Fig. 1: layout detail
Window x 49 to 69, y 10 to 30 um. Cells in gray, sequential cells in the stronger gray; small squares are vias.
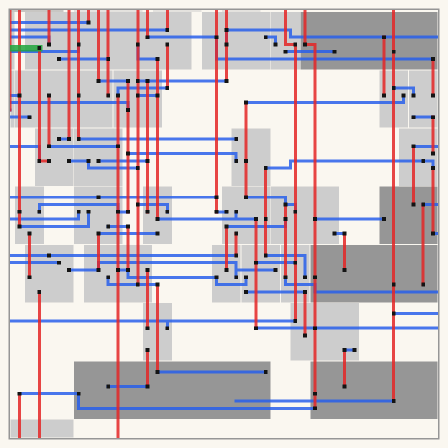
Fig. 2: where the registers sit
Scale: 6 px per um.
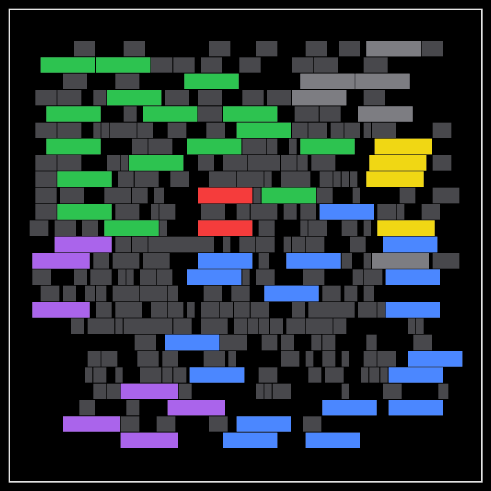
Fig. 3: metal layers overlaid
Scale: 4 px per um.
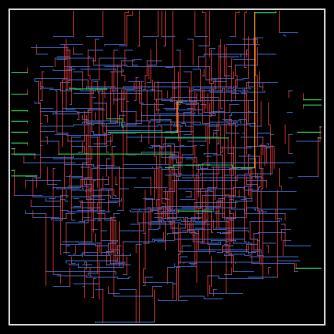
Fig. 4: clock distribution
Scale: 4 px per um.
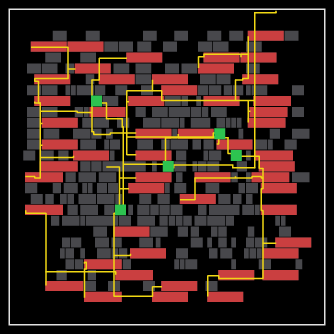
Fig. 5: routing congestion
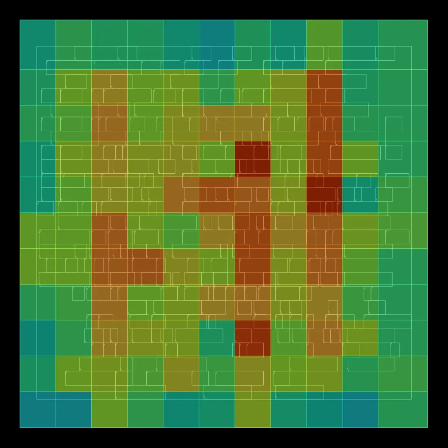
$ cat src/rtl/ssd_pkg.sv
// ssd_pkg: shared definitions for the seven-segment mux driver.
//   seg_t   - active-low segment vector {a,b,c,d,e,f,g}, bit 6 = a
//   SEG_OFF - all segments dark
//   GLYPH   - nibble-to-glyph table, indices 0..15 (0-9, A, b, C, d, E, F)
package ssd_pkg;

  typedef logic [6:0] seg_t;

  localparam seg_t SEG_OFF = 7'b1111111;

  localparam seg_t GLYPH [16] = '{
    7'b0000001, 7'b1001111, 7'b0010010, 7'b0000110,
    7'b1001100, 7'b0100100, 7'b0100000, 7'b0001101,
    7'b0000000, 7'b0000100, 7'b0001000, 7'b1100000,
    7'b0110001, 7'b1000010, 7'b0110000, 7'b0111000
  };

endpackage

$ cat src/rtl/ssd_glyph_decode.sv
// ssd_glyph_decode: combinational nibble-to-glyph decoder (active-low).
//   HEX_MODE - 1: A..F shown as hex glyphs; 0: values above 9 are blank
//   i_nib    - input nibble
//   o_seg    - segments {a,b,c,d,e,f,g}, active-low
module ssd_glyph_decode
  import ssd_pkg::*;
#(
  parameter int unsigned HEX_MODE = 1
) (
  input  logic [3:0] i_nib,
  output logic [6:0] o_seg
);

  always_comb begin
    o_seg = GLYPH[i_nib];
    if (HEX_MODE == 0 && i_nib > 4'd9) o_seg = SEG_OFF;
  end

endmodule

$ cat src/rtl/ssd_mux_driver.sv
// ssd_mux_driver: time-multiplexed N-digit common-anode seven-segment driver.
// Digit values are snapshotted once per frame (at the index wrap) and one digit
// is scanned per REFRESH_DIV-cycle slot, with BLANK_CYCLES of anodes-off at the
// start of each slot to prevent ghosting. All outputs are registered.
//   clk, rst_n   - clock, asynchronous active-low reset
//   digits_i     - packed nibbles, digit 0 in [3:0]
//   dp_i         - per-digit decimal point request, active-high
//   enable_i     - scan enable; low = dark display, frozen scan
//   an_o         - anode drives, active-low
//   seg_o        - segments {a..g}, bit 6 = a, active-low
//   dp_o         - decimal point, active-low
//   frame_o      - one-cycle pulse after each snapshot load
// Optional feature macro: SSD_LEADING_ZERO_BLANK_EN blanks leading zero digits
// (digit 0 is never blanked, anode timing and dp are unaffected).
module ssd_mux_driver
  import ssd_pkg::*;
#(
  parameter int unsigned NUM_DIGITS   = 4,
  parameter int unsigned REFRESH_DIV  = 100000,
  parameter int unsigned BLANK_CYCLES = 2,
  parameter int unsigned HEX_MODE     = 1
) (
  input  logic                    clk,
  input  logic                    rst_n,
  input  logic [4*NUM_DIGITS-1:0] digits_i,
  input  logic [NUM_DIGITS-1:0]   dp_i,
  input  logic                    enable_i,
  output logic [NUM_DIGITS-1:0]   an_o,
  output logic [6:0]              seg_o,
  output logic                    dp_o,
  output logic                    frame_o
);

  localparam int unsigned IDX_W = (NUM_DIGITS > 1) ? $clog2(NUM_DIGITS) : 1;
  localparam int unsigned PRE_W = (REFRESH_DIV > 1) ? $clog2(REFRESH_DIV) : 1;
  localparam logic [PRE_W-1:0] PRE_LAST  = PRE_W'(REFRESH_DIV - 1);
  localparam logic [PRE_W-1:0] PRE_BLANK = PRE_W'(BLANK_CYCLES);
  localparam logic [IDX_W-1:0] IDX_LAST  = IDX_W'(NUM_DIGITS - 1);

  logic [PRE_W-1:0]        r_pre;
  logic [IDX_W-1:0]        r_idx;
  logic [4*NUM_DIGITS-1:0] r_snap_d;
  logic [NUM_DIGITS-1:0]   r_snap_dp;
  logic [NUM_DIGITS-1:0]   r_an;
  seg_t                    r_seg;
  logic                    r_dp;
  logic                    r_frame;

  logic                    w_wrap;
  logic [3:0]              w_nib;
  logic                    w_dp_sel;
  logic                    w_lz_sel;
  logic [NUM_DIGITS-1:0]   w_lz;
  seg_t                    w_glyph;
  logic [NUM_DIGITS-1:0]   w_an_d;
  seg_t                    w_seg_d;
  logic                    w_dp_d;

  assign w_wrap = enable_i && (r_pre == PRE_LAST) && (r_idx == IDX_LAST);

  // Prescaler, digit index and once-per-frame snapshot.
  always_ff @(posedge clk or negedge rst_n) begin
    if (!rst_n) begin
      r_pre     <= '0;
      r_idx     <= '0;
      r_snap_d  <= '0;
      r_snap_dp <= '0;
    end else if (enable_i) begin
      if (r_pre == PRE_LAST) begin
        r_pre <= '0;
        if (r_idx == IDX_LAST) begin
          r_idx     <= '0;
          r_snap_d  <= digits_i;
          r_snap_dp <= dp_i;
        end else begin
          r_idx <= r_idx + IDX_W'(1);
        end
      end else begin
        r_pre <= r_pre + PRE_W'(1);
      end
    end
  end

  // Leading-zero mask: a digit is blanked when it and every higher digit are 0.
`ifdef SSD_LEADING_ZERO_BLANK_EN
  always_comb begin
    logic higher_zero;
    higher_zero = 1'b1;
    w_lz        = '0;
    for (int unsigned i = NUM_DIGITS - 1; i >= 1; i--) begin
      higher_zero = higher_zero && (r_snap_d[4*i +: 4] == 4'h0);
      w_lz[i]     = higher_zero;
    end
  end
`else
  assign w_lz = '0;
`endif

  // Current-digit selection from the snapshot.
  always_comb begin
    w_nib    = '0;
    w_dp_sel = 1'b0;
    w_lz_sel = 1'b0;
    for (int unsigned i = 0; i < NUM_DIGITS; i++) begin
      if (r_idx == IDX_W'(i)) begin
        w_nib    = r_snap_d[4*i +: 4];
        w_dp_sel = r_snap_dp[i];
        w_lz_sel = w_lz[i];
      end
    end
  end

  ssd_glyph_decode #(
    .HEX_MODE(HEX_MODE)
  ) u_decode (
    .i_nib(w_nib),
    .o_seg(w_glyph)
  );

  // Next output values; segments stay valid during the blank window.
  always_comb begin
    w_an_d  = '1;
    w_seg_d = SEG_OFF;
    w_dp_d  = 1'b1;
    if (enable_i) begin
      w_seg_d = w_lz_sel ? SEG_OFF : w_glyph;
      w_dp_d  = ~w_dp_sel;
      if (r_pre >= PRE_BLANK) begin
        for (int unsigned i = 0; i < NUM_DIGITS; i++) begin
          if (r_idx == IDX_W'(i)) w_an_d[i] = 1'b0;
        end
      end
    end
  end

  // Output registers reset asynchronously so the display goes dark at once.
  always_ff @(posedge clk or negedge rst_n) begin
    if (!rst_n) begin
      r_an    <= '1;
      r_seg   <= SEG_OFF;
      r_dp    <= 1'b1;
      r_frame <= 1'b0;
    end else begin
      r_an    <= w_an_d;
      r_seg   <= w_seg_d;
      r_dp    <= w_dp_d;
      r_frame <= w_wrap;
    end
  end

  assign an_o    = r_an;
  assign seg_o   = r_seg;
  assign dp_o    = r_dp;
  assign frame_o = r_frame;

endmodule
$ cat config.mk
export PLATFORM = sky130hd
export DESIGN_NAME = ssd_mux_driver
export DESIGN_NICKNAME = d
export VERILOG_FILES = /design/src/rtl/ssd_pkg.sv /design/src/rtl/ssd_glyph_decode.sv /design/src/rtl/ssd_mux_driver.sv
export SDC_FILE = /design/constraint.sdc
export NUM_CORES = 1
export LEC_CHECK = 0
export CAP_MARGIN = 10
export CORE_MARGIN = 3
export CORE_UTILIZATION = 50
export CTS_BUF_LIST = sky130_fd_sc_hd__clkbuf_4
export DETAILED_ROUTE_END_ITERATION = 12
export GPL_ROUTABILITY_DRIVEN = 0
export PLACE_DENSITY = 0.74
export REMOVE_ABC_BUFFERS = 1
export SETUP_SLACK_MARGIN = 0.5
export SYNTH_ARGS = -nofsm -noshare
export SYNTH_HDL_FRONTEND = slang
export SYNTH_HIERARCHICAL = 1
export SYNTH_SLANG_ARGS = --single-unit
$ cat constraint.sdc
create_clock -name clk -period 3.15 [get_ports clk]
set_input_delay 0.945 -clock clk [delete_from_list [all_inputs] [get_ports clk]]
set_output_delay 0.945 -clock clk [all_outputs]
set_load 0.05 [all_outputs]
==> summary.log <==
qor: placement.place.detailed.instances 326
qor: cells_and_area.post-route-cell-area 0.00316 mm2
qor: logic_synthesis.postSynthCellCount 226
qor: worst_setup_path.cp_cell_sequence inv_1 > ha_1 > a221oi_1 > o31ai_1 > inv_1 > ha_1 > inv_1 > mux4_2 > nand2b_1
qor: worst_setup_path.kind_of_critical_path reg -> reg
qor: grt.global_routing_usage_summed_across_all_routing_layers 0.176
qor: cts.tritoncts.num_buffers 5
qor: die.die_area 0.00617 mm2
qor: logic_synthesis.post-synth-top-area-fraction 0.381
qor: grt.global_route_wire_length_before_repair 8.56 mm
qor: power_and_ir_drop.worst_ir_drop_vdd 0.288 mV
qor: worst_setup_path.worst_path_dominant_cell_family adder cells
qor: detailed_routing.drt-initial-drc-count 94
qor: logic_synthesis.synth-cells-yosys 226
qor: grt.antenna_found_initial 0
qor: cts.cts_root_buffer_type clkbuf_4
qor: detailed_routing.number_of_antenna_violating_nets_in_the_routed_design 0
qor: logic_synthesis.post_syn_area 0.00263 mm2
qor: logic_synthesis.yosys_stat_area 0.00263 mm2
qor: placement.place_hpwl 3.60 mm
qor: worst_setup_path.cp.buffers_inverters 3
qor: grt.globalRouteOverflowTotal 0
qor: die.core_area 0.00491 mm2
qor: cells_and_area.final_layout_top_logic_cells 40 x dfrtp_1, 22 x clkdlybuf4s50_1, 21 x mux2_2, 19 x nand2_1
qor: worst_setup_path.crit_path_frequent_cell inv_1
qor: cts.tritoncts_num_sinks 52
qor: min_path.hold_path.class reg -> reg
qor: logic_synthesis.synth_flop_count 52
qor: cells_and_area.flow.area_growth_from_synthesis 20.0%
qor: status.status finished clean
qor: logic_synthesis.postSynthAreaPerCell 11.6 um2
qor: detailed_routing.totalWireLength 5.00 mm
qor: detailed_routing.routed-via-count 1,807
qor: cells_and_area.diodes 0
qor: cts.clk_transition_reported_paths 150 ps
qor: sta.final_hold_viol_count 0
qor: worst_setup_path.worst_path_largest_cell_delay 440 ps
qor: worst_setup_path.worst_ep_arrival_time 2870 ps
qor: die.num_io_pins 36
qor: die.die.size.x 78.5 um
qor: sta.finalSetupTns 0 ps
qor: power_and_ir_drop.pwr_density_cell 413 mW/mm2
qor: cts.cts_hold_repair.buffers 0
qor: worst_setup_path.crit_slowest_cell dfrtp_1
qor: power_and_ir_drop.p_leak 1.43 nW
qor: sta.whs 525 ps
qor: cts.h-tree-depth 2
qor: die.core_util_floorplan 0.536
qor: sta.worst_pin_slew 954 ps
qor: worst_setup_path.max_fanout_on_critical_path 11
qor: placement.port_buffers 35
qor: flow_run.maxCapViolations 0
qor: die.die_h 78.5 um
qor: detailed_routing.routedWlPerCell 14.8 um
qor: worst_setup_path.worst_setup_path_start_kind flip-flop
qor: cells_and_area.post_route_cells_drive_above_1_share 0.244
qor: sta.setup_repair_after_global_routing_missed_its_margin yes
qor: cells_and_area.net_total_in_the_final_layout 304
qor: grt.pin_count_of_the_biggest_net_entering_global_routing 44
qor: logic_synthesis.yosys.stat.seqShare 0.500
qor: sta.final_period_minus_worst_setup_slack 2570 ps
qor: cells_and_area.layout_top_cell dfrtp_1
qor: detailed_routing.dr.pass1.iters 4
qor: cells_and_area.final_cells 337
qor: logic_synthesis.synth.largest_area_cell dfrtp_1
qor: worst_setup_path.worstPathRequired 3450 ps
qor: sta.final_min_period_over_clock_period 0.816
qor: detailed_routing.drt_drc 0
qor: logic_synthesis.edf_count 0
qor: placement.post_dp_cell_area 0.00305 mm2
qor: grt.first_global_vias 1,762
qor: cts.clkLatencyLatePin 360 ps
qor: sta.final_count_of_pins_violating_max_slew 0
qor: sta.report.final.setup_viol 0
qor: sta.finClkSkew 15.7 ps
qor: die.rows 25
qor: logic_synthesis.count_of_distinct_cell_types_in_the_synthesized_netlist 44
qor: flow_run.tally_of_openroad_warnings 36
qor: sta.headroom_to_the_max_slew_limit 0.364
qor: cts.clk_path_buf_depth 2
qor: logic_synthesis.flop_cell dfrtp_1
qor: detailed_routing.detail_route.vias_per_cell 5.36
qor: cts.tritoncts_clock_tree done
qor: logic_synthesis.synthesis_warnings 6
qor: logic_synthesis.top_cells_by_area dfrtp_1 38%, dfstp_2 12%, mux2_2 9.0%, ha_1 5.7%, xor2_1 3.3%
qor: sta.achievable-frequency 0.389 GHz
qor: logic_synthesis.synthArstFlopShare 1.00
qor: worst_setup_path.crit_path_end_kind flip-flop
-- Fig. 1 (at the start) --
Red shows met2. Blue shows met1. Green shows met3.
Netlist names of flops here include r_pre (4). Most frequent: xor2_1 (5). 27 logic cells have their middle in the window. Sequential cells in the window: 4.

-- Fig. 2 (at the start) --
Yellow shows an_o, placed flops 4. Blue shows r_pre, placed flops 17. Red shows r_idx, placed flops 2. Purple shows seg_o, placed flops 7, where bottom left. Green shows r_snap_d, placed flops 16.
Another 6 sequential cells are not colored.

-- Fig. 3 (at the start) --
Orange shows met4, wire length 46.2 um. Red shows met2, wire length 2,490 um. Green shows met3, wire length 174 um. Blue shows met1, wire length 2,300 um.

-- Fig. 4 (at the start) --
Green shows cells driving clock nets, count 5. Red shows flip-flops, count 52. Yellow shows clock wires, length 590 um.
There are 6 routed clock nets.

-- Fig. 5 (at the start) --
post-layout util: 0.643
met2 demand-to-capacity share in global routing: 0.278

-- cells in the mapped netlist, drive strengths merged, types with 3 or more instances --
library cell	n
dfrtp	40
mux2	21
nand2	19
dfstp	12
ha	12
nor2	12
xor2	10
nand4	9
inv	8
nand2b	8
buf	7
o31ai	6
mux2i	5
nor2b	5
xnor2	5
a21oi	4
a221oi	4
and4	4
clkbuf	4
nand3	4
nor4	4
o21ai	4
nand3b	3
nor3	3
-- per-stage QoR --
| stage | setup WS [ps] | power [mW] |
|---|---|---|
| floorplan | 452 | 0.862 |
| global placement | 454 | 0.943 |
| detailed placement | 420 | 0.945 |
| CTS | 488 | 1.32 |
| global route | 425 | 1.38 |
| finish | 580 | 1.30 |
-- cell type report --
cell class / instances / area [um2]
Clock inverter: 2 / 35.0
Inverter: 8 / 30.0
Tap cell: 67 / 83.8
Timing Repair Buffer: 47 / 428
Fill cell: 411 / 1750
Multi-Input combinational cell: 155 / 1220
Sequential cell: 52 / 1320
Clock buffer: 6 / 45.0
-- registers in the layout (all words and copies together), names as in the netlist --
| name | flops |
|---|---|
| r_idx | 2 |
| r_pre | 17 |
| r_snap_dp | 4 |
| dp_o | 1 |
| frame_o | 1 |
| seg_o | 7 |
| r_snap_d | 16 |
| an_o | 4 |
-- metal layers --
layer / routed length, um / vias up / track usage
met5: 0 / - / 0
li1: - / 874 / -
met3: 173 / 4 / 0.0344
met1: 2300 / 898 / 0.244
met4: 46 / 0 / 0.0559
met2: 2490 / 31 / 0.278
-- cell families (layout without fill, tap and decap cells) --
logic type      count (synthesis)  in the layout  synth area share
mux                            27             27             0.118
compound gates                 22             22            0.0595
flops                          52             52             0.500
simple gates                   79             79             0.174
fa+ha+maj                      12             12            0.0571
buf+inv                        19             63            0.0419
xor+xnor                       15             15            0.0500
-- worst paths after layout --
path	endpoint	cells past startpoint	slack [ps]	start
setup / recovery	seg_o[3]	9	580	r_idx[0]
hold / removal	r_snap_d[14]	1	520	r_snap_d[14]
setup reg to reg	seg_o[3]	9	580	r_idx[0]
hold reg to reg	r_snap_d[14]	1	520	r_snap_d[14]
max in group asynchronous	seg_o[0]	2	1690	rst_n
min in group asynchronous	r_pre[8]	1	710	rst_n
-- timing repair --
| item | CTS | global route |
|---|---|---|
| setup endpoints to repair | 11 | 3 |
| gates resized | 11 | 5 |
| pin swaps | 0 | 1 |
| buffers inserted | 0 | 3 |
| gates cloned | 0 | 0 |
-- power breakdown --
group          switching, mW  total, mW  internal [mW]
Combinational         0.0829      0.161         0.0776
Sequential            0.0592      0.768          0.709
Clock                  0.199      0.375          0.175
Power and IR drop assume default switching activity.
